==> images/layers.png <==
Two of the layers only.
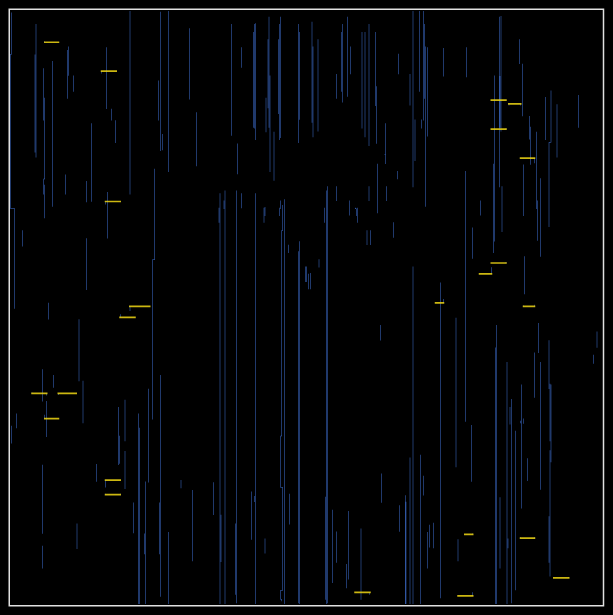
==> images/congestion_map.png <==
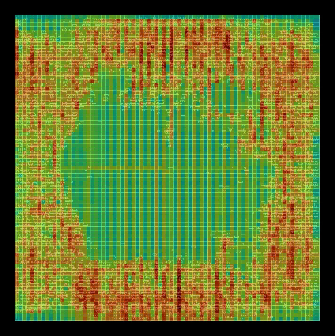
==> images/m2.png <==
Bar = 200 um. Cells faint in the background.
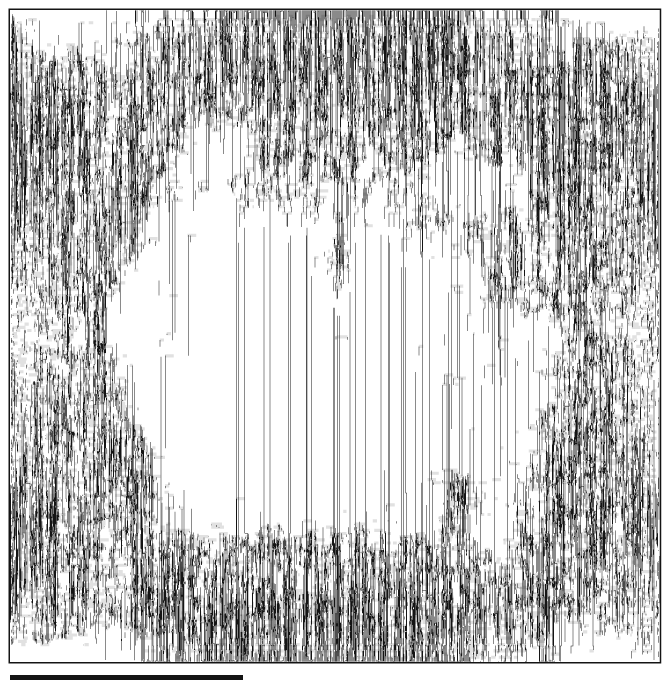
==> images/m1.png <==
Bar = 200 um. Supply wires on this layer in grey. Cells faint in the background.
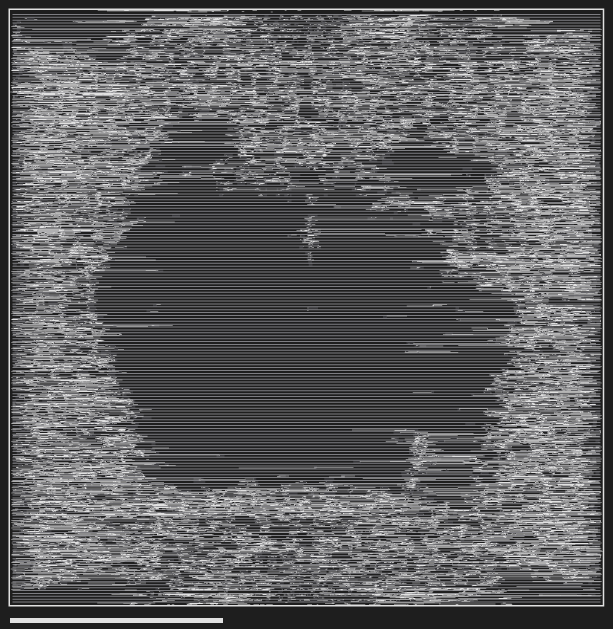
==> config.mk <==
export PLATFORM = sky130hd
export DESIGN_NAME = blink_rk_sequencer
export DESIGN_NICKNAME = d
export VERILOG_FILES = /design/src/rtl/blink_pkg.sv /design/src/rtl/blink_rk_sequencer.sv
export SDC_FILE = /design/constraint.sdc
export NUM_CORES = 2
export LEC_CHECK = 0
export CORE_AREA = 2 2 555 557
export DETAILED_ROUTE_END_ITERATION = 7
export DIE_AREA = 0 0 557 559
export PLACE_DENSITY = 0.45
export SLEW_MARGIN = 10
export SYNTH_ARGS = -nofsm -noshare
export SYNTH_HDL_FRONTEND = slang
export SYNTH_SLANG_ARGS = --single-unit
==> constraint.sdc <==
create_clock -name clk -period 3.9 [get_ports clk]
set_input_delay 0.585 -clock clk [delete_from_list [all_inputs] [get_ports clk]]
set_output_delay 0.585 -clock clk [all_outputs]
set_load 0.005 [all_outputs]
==> flow_summary.json <==
{
  "post-synth-top-area-fraction_pct": 41.9,
  "clk-insertion-delay-late_ns": 0.84,
  "p_comb_share_pct": 20.2,
  "floorplan.io_pins": 1421,
  "enable_flop_cells": 0,
  "dr_pass1_iterations": 5,
  "cts-resized-gates": 0,
  "ys_area_um2": 67600,
  "seq_power_share_pct": 38.4,
  "power-per-cell-area_nw_per_um2": 450,
  "met3RoutedLength_um": 21700,
  "min_path_cells": 3,
  "final_common_cell": "nand2_1",
  "power_switching_share_pct": 29.0,
  "worst_ir_drop_vdd_mv": 0.282,
  "post-cts-setup-buffers": 0,
  "portBuffers": 1420,
  "grt_first_pass_wirelength_um": 481000,
  "synth_cells": 7851,
  "slowest_delay_ns": 0.63,
  "h-tree-depth": 4,
  "complex_gate_fraction_of_the_synthesized_area_pct": 21.6,
  "sequentialPower_w": 0.0160,
  "cts_buffer_count": 178,
  "viasPerCell": 4.76,
  "fin_ws_ns": 0.489,
  "average_cell_area_after_synthesis_um2": 8.62,
  "tightestPinTransition_ns": 1.21,
  "synth.area.mux_share_pct": 10.4,
  "gate_family_responsible_for_the_most_delay_along_the_worst_path": "buffers and inverters",
  "pre_cts_ws_ns": 0.529,
  "grt_antenna_before_repair": 103,
  "status": "finished clean",
  "area_growth_syn_to_layout_pct": 36.9,
  "cts.hold.buffers_added": 0,
  "met1_length_um": 145000,
  "clock_path_buffers": 4,
  "cts_tree": "done",
  "p_leak_nw": 33.5,
  "nets": 10200,
  "grt_remaining_overflow": 0,
  "chain_of_cells_forming_the_critical_path": "buf_4 -> buf_12 -> clkdlybuf4s50_1",
  "routabilityCongestion": 0.866,
  "grt_setup_unrepaired": "false",
  "timing.critical_path.slowest_stage_cell": "clkdlybuf4s50_1",
  "netSwitchingPower_w": 0.0121,
  "worst-path-stages": 3,
  "worst-r2r-setup-slack_ns": 0.49,
  "maxCapViolations": 0,
  "final-max-slew-violation-count": 0,
  "ys.flops": 1416,
  "final_layout_top_logic_cells": "nand2_1, clkdlybuf4s50_1, dfxtp_1, a21boi_0, mux4_2",
  "synth.cell_area_um2": 67600,
  "clk_pin_slew_worst_paths_ns": 0.06,
  "post_route_cell_area_um2": 92600,
  "critical_path_buf_inv_count": 3,
  "reg2regPathDepth": 9,
  "sequential_element_share_of_the_synthesized_area_pct": 41.9,
  "std_cell_rows": 203,
  "grt_pass1_vias": 62700,
  "largest_register_ffs": 1024,
  "warning_count": 85,
  "final-hold-violation-count": 0,
  "cp.arrival_ns": 2.83,
  "cp-end-kind": "primary output",
  "synth.area.top_cells": "dfxtp_1, a21boi_0, nand2_1",
  "async_reset_ff_share_pct": 0,
  "post_synth_xor_area_fraction_pct": 3.35,
  "drtAntennaViolNets": 0,
  "cp_data_required_time_ns": 3.31,
  "path_max_fanout": 52,
  "crit_start_category": "flip-flop"
}
## Picture notes: layers.png
[blue] M4 | wire length: 16200 um
[yellow] M5 | wire length: 299 um
vias after detailed routing: 63000
Avg WL per Cell: 26.2 um
total routing resource utilization after global routing: 21.3%

## Picture notes: congestion_map.png
global-route track usage on met1: 26.6%
GR Util met3: 3.71%
met2 track demand over resource in global routing: 35.3%
busiest layer in global routing: met2
Post-Route Utilization: 30.4%

## Picture notes: m2.png
share of all routed wire: 47%
longest straight run: 379 um
nets with wire on the layer: 8448
wire length on this layer: 163 mm
detailed-route wire length: 346000 um

## Picture notes: m1.png
share of all routed wire: 42%
nets with wire on the layer: 9446
wire length on this layer: 145 mm

metrics by stage:
step	std cells	hold slack [ns]	power, W
6_report	13200	0.264	0.0417
5_1_grt	13200	0.227	0.0433
4_1_cts	13200	0.167	0.0422
3_5_place_dp	12900	0.453	0.0248
3_3_place_gp	12900	0.447	0.0247
2_1_floorplan	7851	0.440	0.0203
final cells by class:
| class | instances | area [um2] |
|---|---|---|
| well taps | 4100 | 5130 |
| diodes | 62 | 155 |
| fillers | 32100 | 212000 |
| flip-flops and latches | 1416 | 28400 |
| inverters | 4 | 15.0 |
| clock buffers | 260 | 5280 |
| multi-input cells | 5750 | 36800 |
| repair buffers | 1588 | 16200 |
| clock inverters | 53 | 724 |
Power figures rest on the tool's default switching activity, not on a simulated workload.
